### src/rtl/fetch_queue_if.sv
// Fetch-to-decode handshake bundle for the instruction prefetch queue.
// The master drives fetched words and decode readiness; the slave is the queue itself.
interface fetch_queue_if #(
    parameter int DEPTH = 4,
    parameter int DW    = 16,
    parameter int AW    = 16
);
    localparam int CW = $clog2(DEPTH) + 1;

    logic [DW-1:0] instr_in;
    logic [AW-1:0] pc_plus_1_in;
    logic          fetch_valid;
    logic          hlt;
    logic          flush;
    logic          dec_ready;
    logic [DW-1:0] instr_out;
    logic [AW-1:0] pc_plus_1_out;
    logic          instr_valid;
    logic          stall_fetch;
    logic [CW-1:0] count;

    modport master (
        output instr_in, pc_plus_1_in, fetch_valid, hlt, flush, dec_ready,
        input  instr_out, pc_plus_1_out, instr_valid, stall_fetch, count
    );

    modport slave (
        input  instr_in, pc_plus_1_in, fetch_valid, hlt, flush, dec_ready,
        output instr_out, pc_plus_1_out, instr_valid, stall_fetch, count
    );
endinterface

### src/rtl/fetch_queue.sv
// Instruction prefetch FIFO: holds {instr, pc+1} pairs between IMEM fetch and decode,
// back-pressures the PC when full and discards wrong-path entries on flush.
module fetch_queue #(
    parameter int DEPTH = 4,
    parameter int DW    = 16,
    parameter int AW    = 16
) (
    input  logic          clk,
    input  logic          rst,
    fetch_queue_if.slave  fq
);
    localparam int PW = $clog2(DEPTH);
    localparam int CW = PW + 1;

    logic [PW-1:0] rd_ptr_reg, rd_ptr_next;
    logic [PW-1:0] wr_ptr_reg, wr_ptr_next;
    logic [CW-1:0] count_reg, count_next;
    logic          full, empty, push, pop;

    logic [DW-1:0] entry_instr [DEPTH];
    logic [AW-1:0] entry_pc    [DEPTH];

    assign full  = (count_reg == CW'(DEPTH));
    assign empty = (count_reg == '0);

    // A flushing cycle neither accepts the wrong-path fetch nor hands anything to decode.
    assign push = fq.fetch_valid && !fq.hlt && !fq.flush && !full;
    assign pop  = !empty && fq.dec_ready && !fq.flush;

    always_comb begin
        rd_ptr_next = rd_ptr_reg;
        wr_ptr_next = wr_ptr_reg;
        count_next  = count_reg;
        if (fq.flush) begin
            rd_ptr_next = '0;
            wr_ptr_next = '0;
            count_next  = '0;
        end else begin
            if (push) begin
                wr_ptr_next = wr_ptr_reg + PW'(1);
            end
            if (pop) begin
                rd_ptr_next = rd_ptr_reg + PW'(1);
            end
            case ({push, pop})
                2'b10:   count_next = count_reg + CW'(1);
                2'b01:   count_next = count_reg - CW'(1);
                default: count_next = count_reg;
            endcase
        end
    end

    always_ff @(posedge clk) begin
        if (rst) begin
            rd_ptr_reg <= '0;
            wr_ptr_reg <= '0;
            count_reg  <= '0;
        end else begin
            rd_ptr_reg <= rd_ptr_next;
            wr_ptr_reg <= wr_ptr_next;
            count_reg  <= count_next;
        end
    end

    // Storage carries no reset; occupancy alone decides what is visible.
    genvar gi;
    generate
        for (gi = 0; gi < DEPTH; gi++) begin : g_entry
            logic [DW-1:0] instr_reg;
            logic [AW-1:0] pc_reg;

            always_ff @(posedge clk) begin
                if (push && (wr_ptr_reg == PW'(gi))) begin
                    instr_reg <= fq.instr_in;
                    pc_reg    <= fq.pc_plus_1_in;
                end
            end

            assign entry_instr[gi] = instr_reg;
            assign entry_pc[gi]    = pc_reg;
        end
    endgenerate

    assign fq.instr_valid   = !empty;
    assign fq.stall_fetch   = full;
    assign fq.count         = count_reg;
    assign fq.instr_out     = empty ? '0 : entry_instr[rd_ptr_reg];
    assign fq.pc_plus_1_out = empty ? '0 : entry_pc[rd_ptr_reg];
endmodule

### src/flat_wrapper.sv
// flat-port wrapper written by rule: the top's interface ports become plain ports
module fetch_queue_flat 
#(
    parameter int DEPTH = 4,
    parameter int DW    = 16,
    parameter int AW    = 16
)
  (clk, rst, fq_instr_in, fq_pc_plus_1_in, fq_fetch_valid, fq_hlt, fq_flush, fq_dec_ready, fq_instr_out, fq_pc_plus_1_out, fq_instr_valid, fq_stall_fetch, fq_count);
  fetch_queue_if #(.DEPTH(DEPTH), .DW(DW), .AW(AW)) fq_i ();
  input  logic clk;
  input  logic rst;
  input wire logic [$bits(fq_i.instr_in)-1:0] fq_instr_in;
  input wire logic [$bits(fq_i.pc_plus_1_in)-1:0] fq_pc_plus_1_in;
  input wire logic [$bits(fq_i.fetch_valid)-1:0] fq_fetch_valid;
  input wire logic [$bits(fq_i.hlt)-1:0] fq_hlt;
  input wire logic [$bits(fq_i.flush)-1:0] fq_flush;
  input wire logic [$bits(fq_i.dec_ready)-1:0] fq_dec_ready;
  output wire logic [$bits(fq_i.instr_out)-1:0] fq_instr_out;
  output wire logic [$bits(fq_i.pc_plus_1_out)-1:0] fq_pc_plus_1_out;
  output wire logic [$bits(fq_i.instr_valid)-1:0] fq_instr_valid;
  output wire logic [$bits(fq_i.stall_fetch)-1:0] fq_stall_fetch;
  output wire logic [$bits(fq_i.count)-1:0] fq_count;
  assign fq_i.instr_in = fq_instr_in;
  assign fq_i.pc_plus_1_in = fq_pc_plus_1_in;
  assign fq_i.fetch_valid = fq_fetch_valid;
  assign fq_i.hlt = fq_hlt;
  assign fq_i.flush = fq_flush;
  assign fq_i.dec_ready = fq_dec_ready;
  assign fq_instr_out = fq_i.instr_out;
  assign fq_pc_plus_1_out = fq_i.pc_plus_1_out;
  assign fq_instr_valid = fq_i.instr_valid;
  assign fq_stall_fetch = fq_i.stall_fetch;
  assign fq_count = fq_i.count;
  fetch_queue #(.DEPTH(DEPTH), .DW(DW), .AW(AW)) u_core (.clk(clk), .rst(rst), .fq(fq_i));
endmodule
### config.mk
export PLATFORM = sky130hd
export DESIGN_NAME = fetch_queue_flat
export DESIGN_NICKNAME = d
export VERILOG_FILES = /design/src/rtl/fetch_queue_if.sv /design/src/rtl/fetch_queue.sv /design/src/flat_wrapper.sv
export SDC_FILE = /design/constraint.sdc
export NUM_CORES = 1
export LEC_CHECK = 0
export ABC_AREA = 1
export CORE_ASPECT_RATIO = 0.7
export CORE_MARGIN = 5
export CORE_UTILIZATION = 59
export DETAILED_ROUTE_END_ITERATION = 10
export GPL_ROUTABILITY_DRIVEN = 1
export GPL_TIMING_DRIVEN = 0
export MAX_ROUTING_LAYER = met4
export PLACE_DENSITY = 0.85
export RECOVER_POWER = 100
export SYNTH_ARGS = -nofsm -noshare
export SYNTH_HDL_FRONTEND = slang
export SYNTH_SLANG_ARGS = --single-unit
### constraint.sdc
create_clock -name clk -period 6.1 [get_ports clk]
set_input_delay 1.22 -clock clk [delete_from_list [all_inputs] [get_ports clk]]
set_output_delay 1.22 -clock clk [all_outputs]
set_load 0.03 [all_outputs]
### Clock wires, drivers and flops, run 1

Drawn at 2 px/um.
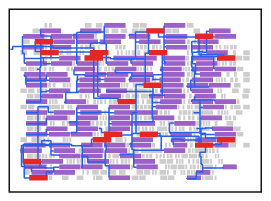
[flip-flops] purple | count: 135
[cells driving clock nets] red | count: 17
[clock wires] blue | length: 1,490 um
flops lie: spread over the die
routed clock nets: 18

### Nets reached from selected ports, run 1

Drawn at 4 px/um.
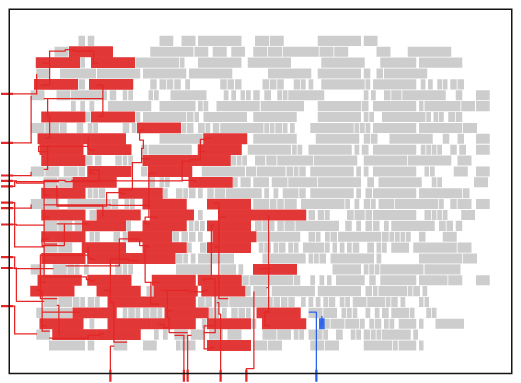
| port | colour | bits | direction | end cells | buffers | wire |
|---|---|---|---|---|---|---|
| rst | blue | 1 | input | 1 | 1 | 19.1 um |
| fq_instr_in | red | 16 | input | 64 | 16 | 835 um |
boundary pin count: 75
I/O Buffers: 74

### Register map, names as in the netlist, run 1

Drawn at 2 px/um. Other sequential cells in the stronger grey, the rest of the logic in the fainter grey.
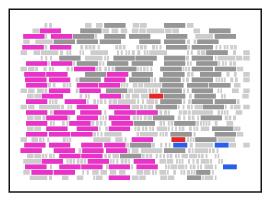
| signal | colour | flops |
|---|---|---|
| u_core.rd_ptr_reg | red | 2 |
| u_core.fq.count | blue | 3 |
| u_core.g_entry.instr_reg | magenta | 64 |
not coloured: 66
Core Util, Final: 0.7674
Seq/total area: 0.5722

==> flow_metrics.tcl, run 1 <==
# collected from the flow reports
set metrics [dict create \
    rrSetupSlack_ns 2.80 \
    nClkBuffers 20 \
    power_density_nw_per_um2 303.1 \
    clock_path_buffers 2 \
    use_met2 0.4007 \
    cpMaxStageDelayCell "clkbuf_1" \
    ys_sh_mux 0 \
    instances_no_fill 685 \
    syn-num-nets 496 \
    drt_pre_antenna_iters 5 \
    largest_class "registers" \
    combAreaFraction 0.1743 \
    clock_sinks 135 \
    path_class "in -> reg" \
    grt_use_met3 0.08215 \
    htree_levels 4 \
    synth_warnings 0 \
    holdBufCountCts 0 \
    crit_path_max_fanout 20 \
    tool_warnings 29 \
    maxUsedRoutingLayer "met4" \
    grt_util_all_layers 0.2451 \
    logic_family "simple AND/OR/NAND/NOR gates" \
    cp-startpoint "fq_flush" \
    met3WireLength_um 836 \
    simple_gate_area_frac 0.1131 \
    status "complete, no violations" \
    inv_count 21 \
    cp.required_ns 6.12 \
    slew_violations 0 \
    clkTransAtPathRegs_ns 0.06 \
    setup_slack_ns 1.433 \
    place_area_sq_um 6523 \
    finClkSkew_ns 0.005976 \
    grt_remaining_overflow 0 \
    buffers 103 \
    clk_latency_ns 0.41 \
    start_kind "input pin" \
    synth-adder-area-share 0.01505 \
    flops 135 \
    rsz0062_at_grt "no" \
    ys_area_sq_um 5487 \
    aoi_share 0.09396 \
    drc 0 \
    seq_area_sq_um 3984 \
    whs_ns 0.5665 \
    num_antenna_cells 0 \
    clock.fmax_mhz 214.3 \
    route.met2.wl_mm 6.481 \
    hpwl_mm 7.921 \
    post_cts_buffers 0 \
    finalSetupTns_ns 0 \
    grt_pass1_wl_mm 20.48 \
    logic_gates 271 \
    busiest_layer "met2" \
    cp_top_family "simple AND/OR/NAND/NOR gates" \
    critical_path_depth 5 \
    cts_made_buffers 17 \
    hold_viol_final 0 \
    ys_types 19 \
    xor_share 0 \
    globalplace.congestion 0.7693 \
    min_path_cells 2 \
    hp-class "reg -> reg" \
    fp-utilization 0.6048 \
    netlist_area_sq_um 5487 \
    period_needed_ns 4.667 \
    slew_headroom 0.1100 \
    grt_pass1_vias 4006 \
    die_height_um 90.68 \
    use_met1 0.2931 \
    dp_cells 654 \
    lay_top_cells "nor2_1, edfxtp_1, dlygate4sd3_1" \
    cts_tree "yes" \
    die_area_sq_um 11360 \
    totalPowerFinal_mw 2.110 \
    root_buffer "clkbuf_16" \
    finish.instance_area_sq_um 6962 \
    cp.arrival_ns 4.69 \
    syn_area_per_cell_sq_um 12.14 \
    worstReg2RegEnd "u_core.g_entry[3].instr_reg[10]" \
    whs_endpoint "u_core.wr_ptr_reg[1]" \
    finalClockPeriodUsage 0.7651 \
    path_buffers 2 \
    grt_max_degree 21 \
    setup_viol 0 \
    avgRoutedWirePerCell_um 18.94 \
    drtIter0Drc 383 \
    drv_cap 0 \
]
-- run 1: power by group --
| group | leakage [nW] | internal (mW) | switching [mW] |
|---|---|---|---|
| clock | 0.276 | 0.633 | 0.355 |
| combinational | 1.09 | 0.0364 | 0.0580 |
| sequential | 1.21 | 1.02 | 0.00300 |
| total | 2.58 | 1.69 | 0.416 |
-- run 1: cell usage after synthesis --
library cell    n  area [sq um]
a21oi_1        37         185.2
nor3_2          1         10.01
buf_12          1         20.02
edfxtp_1      128          3844
nand3_1         5         25.02
nor2_1        141         529.3
clkbuf_2        1         5.000
buf_4           7         52.55
buf_2           9         45.04
fa_1            1         20.02
inv_2           2         7.510
ha_1            5         62.56
o21ai_0        35         175.2
buf_8           1         15.01
dfxtp_1         7         140.1
o21ai_1        31         155.2
buf_6           6         67.56
inv_1          19         71.32
nand2_1        15         56.30
==> run 1 -> run 2 <==
--- a/config.mk
+++ b/config.mk
@@ -8,12 +8,12 @@
 export ABC_AREA = 1
 export CORE_ASPECT_RATIO = 0.7
 export CORE_MARGIN = 5
-export CORE_UTILIZATION = 59
+export CORE_UTILIZATION = 49
 export DETAILED_ROUTE_END_ITERATION = 10
 export GPL_ROUTABILITY_DRIVEN = 1
 export GPL_TIMING_DRIVEN = 0
 export MAX_ROUTING_LAYER = met4
-export PLACE_DENSITY = 0.85
+export PLACE_DENSITY = 0.75
 export RECOVER_POWER = 100
 export SYNTH_ARGS = -nofsm -noshare
 export SYNTH_HDL_FRONTEND = slang
==> constraint.sdc (replaced) <==
create_clock -name clk -period 3.8 [get_ports clk]
set_input_delay 0.76 -clock clk [delete_from_list [all_inputs] [get_ports clk]]
set_output_delay 0.76 -clock clk [all_outputs]
set_load 0.03 [all_outputs]
### Nets reached from selected ports, run 2

Drawn at 3 px/um.
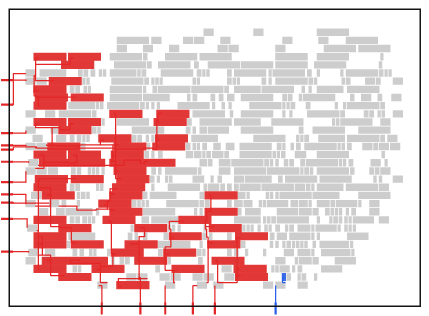
| port | colour | bits | direction | end cells | buffers | wire |
|---|---|---|---|---|---|---|
| rst | blue | 1 | input | 1 | 1 | 9.20 um |
| fq_instr_in | red | 16 | input | 64 | 16 | 721 um |

==> flow_metrics.tcl, run 2 <==
# collected from the flow reports
set metrics [dict create \
    final_core_util 0.6531 \
    pg_comb_mw 0.150 \
    setup_slack_ns 0.5797 \
    area_leaders "edfxtp_1, nor2_1, a21oi_1" \
    lay_top_cells "nor2_1, edfxtp_1, dlygate4sd3_1" \
    slew_headroom 0.2409 \
    grt_util_all_layers 0.1982 \
    seq_area_sq_um 3984 \
    port-buffer-count 74 \
    tool_warnings 29 \
    fp-utilization 0.5001 \
    die_area_sq_um 13450 \
    start_kind "input pin" \
    cpMaxStageDelayCell "nor2_1" \
    cts_tree "yes" \
    clock.fmax_mhz 310.5 \
    top_area_cell "edfxtp_1" \
    use_met1 0.2581 \
    clkTransAtPathRegs_ns 0.06 \
    period_needed_ns 3.220 \
    dp_cells 683 \
    rsz0062_at_grt "no" \
    netlist_area_sq_um 5487 \
    place_area_sq_um 6544 \
    ys_types 19 \
    grt_use_met3 0.05969 \
    path_buffers 2 \
    combinationalPowerShare 0.042 \
    powerClk_mw 1.80 \
    cp-startpoint "fq_flush" \
    power.internal_mw 2.871 \
    num_antenna_cells 0 \
    ys_area_sq_um 5487 \
    drtIter0Drc 374 \
    whs_ns 0.5508 \
    totalPowerFinal_mw 3.593 \
    edf_count 128 \
    busiest_layer "met2" \
    whs_endpoint "u_core.wr_ptr_reg[1]" \
    powerSeq_mw 1.65 \
    rrSetupSlack_ns 1.46 \
    cp.arrival_ns 3.33 \
    cts_made_buffers 17 \
    status "complete, no violations" \
    route.met2.wl_mm 5.936 \
    instances_no_fill 715 \
    syn_area_per_cell_sq_um 12.14 \
    worstReg2RegEnd "u_core.g_entry[1].instr_reg[1]" \
    pin_count 75 \
    finalClockPeriodUsage 0.8475 \
    pwr-share-seq 0.458 \
    setup_viol 0 \
    ys_async_sr_fraction 0 \
    crit_path_max_fanout 22 \
    drt_pre_antenna_iters 5 \
    root_buffer "clkbuf_16" \
]
[run 2: layout make-up]
type / instances / share of cell area
well taps: 153 / 0.02672
plain buffers: 25 / 0.02864
clock inverters: 15 / 0.03144
inverters: 21 / 0.01100
repair buffers: 78 / 0.1167
clock buffers: 17 / 0.05938
multi-input cells: 271 / 0.1701
flip-flops and latches: 135 / 0.5561
[run 2: worst register-to-register path: cells and delay by family, from the launching register on]
| kind | cells | cell delay [ns] |
|---|---|---|
| buffers and inverters | 1 | 0.28 |
| DFF | 1 | 0.37 |
| and+or+nand+nor | 4 | 1.35 |
[run 2: cells by family after synthesis]
| group | share of synthesized area |
|---|---|
| adders and majority gates | 0.01505 |
| DFF | 0.7261 |
| buffers and inverters | 0.05177 |
| and+or+nand+nor | 0.1131 |
| AOI/OAI and AO/OA | 0.09396 |
==> run 2 -> run 3 <==
==> constraint.sdc (replaced) <==
create_clock -name clk -period 2.6 [get_ports clk]
set_input_delay 0.52 -clock clk [delete_from_list [all_inputs] [get_ports clk]]
set_output_delay 0.52 -clock clk [all_outputs]
set_load 0.03 [all_outputs]
### Placement view, run 3

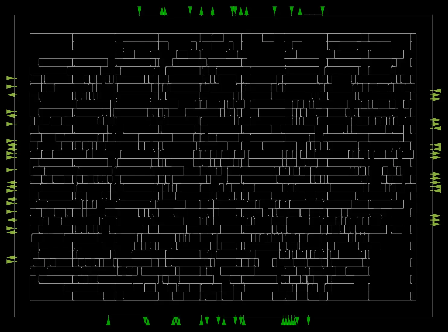
Tapcells: 153
core area: 10,970 sq um
Site Rows: 32
fin cells: 715
flop count: 135

==> flow_metrics.tcl, run 3 <==
# collected from the flow reports
set metrics [dict create \
    clock.fmax_mhz 404.3 \
    slew_headroom 0.5360 \
    fp-utilization 0.5001 \
    drc 0 \
    route.met2.wl_mm 5.911 \
    slew_violations 0 \
    synthTopCellsByCount "nor2_1, edfxtp_1, a21oi_1" \
    pg_comb_mw 0.214 \
    finalSetupTns_ns 0 \
    cts_made_buffers 17 \
    cpMaxStageDelayCell "dlygate4sd2_1" \
    synthFlopType "edfxtp_1" \
    area_share_clock_buf_inv 0.09202 \
    logic_gates 271 \
    dp_cells 683 \
    nClkBuffers 17 \
    top_area_cell "edfxtp_1" \
    rsz0062_at_grt "no" \
    buffers 103 \
    pin_count 75 \
    ys_types 19 \
    finish.instance_area_sq_um 7071 \
    finalClockPeriodUsage 0.9513 \
    min_path_cells 2 \
    status "complete, no violations" \
    cp.required_ns 2.08 \
    edf_count 128 \
    hp-class "reg -> reg" \
    yosysMostFrequentCell "nor2_1" \
    combinationalPowerShare 0.041 \
    rrSetupSlack_ns 0.47 \
    inv_count 21 \
    grt_util_all_layers 0.1981 \
    cp_top_family "buffers and inverters" \
    top_power_group "clock" \
    period_needed_ns 2.473 \
    holdBufCountCts 0 \
    maxUsedRoutingLayer "met4" \
    port-buffer-count 74 \
    clkPwrFrac 0.500 \
    syn-num-nets 496 \
    place_area_sq_um 6544 \
    htree_levels 4 \
    netSwitchingFraction 0.2016 \
    powerSeq_mw 2.41 \
    sh_seq_area 0.5634 \
    crit_path_max_fanout 10 \
    power.internal_mw 4.188 \
    largest_class "registers" \
    powerClk_mw 2.62 \
    globalplace.congestion 0.7501 \
    lay_top_cells "nor2_1, edfxtp_1, a21oi_1, dlygate4sd3_1, o21ai_0" \
    whs_endpoint "u_core.wr_ptr_reg[1]" \
    cp-startpoint "u_core.fq.count[2]" \
    buf_share 0.1311 \
    finClkSkew_ns 0.008376 \
    totalPowerFinal_mw 5.246 \
    setup_viol 0 \
    cp.arrival_ns 1.95 \
    ys_async_sr_fraction 0 \
    ys_area_sq_um 5487 \
    path_class "reg -> out" \
    pwr-share-seq 0.459 \
    synth_warnings 0 \
    grt_remaining_overflow 0 \
    critical_path_depth 6 \
    worstReg2RegEnd "u_core.g_entry[2].instr_reg[8]" \
    syn_area_per_cell_sq_um 12.14 \
    clock_sinks 135 \
    area_leaders "edfxtp_1, nor2_1, a21oi_1" \
    drv_cap 0 \
    grt_pass1_vias 3721 \
    seq_area_sq_um 3984 \
    setup_slack_ns 0.1266 \
    switchingPower_mw 1.058 \
    clkTransAtPathRegs_ns 0.06 \
    cts_tree "yes" \
    final_core_util 0.6445 \
    drt_pre_antenna_iters 5 \
]
-- run 3: logic make-up (layout without fill, tap and decap cells) --
kind of cell               count (synthesis)  count (layout)  share of synthesized area
and+or+nand+nor                          162             162                     0.1131
AOI/OAI and AO/OA                        103             103                    0.09396
DFF                                      135             135                     0.7261
buffers and inverters                     46             156                    0.05177
adders and majority gates                  6               6                    0.01505
-- run 3: metal layers --
metal / vias to the layer above / global-route usage
li1: 1770 / -
met1: 1751 / 0.2578
met4: 0 / 0.04880
met5: - / -
met3: 10 / 0.05969
met2: 131 / 0.3073
-- run 3: timing repair --
item                       CTS  global route
pin swaps                    0             0
gates resized               34            31
setup endpoints to repair   32            19
No activity file was given, so power comes from the tool's default toggle rates.
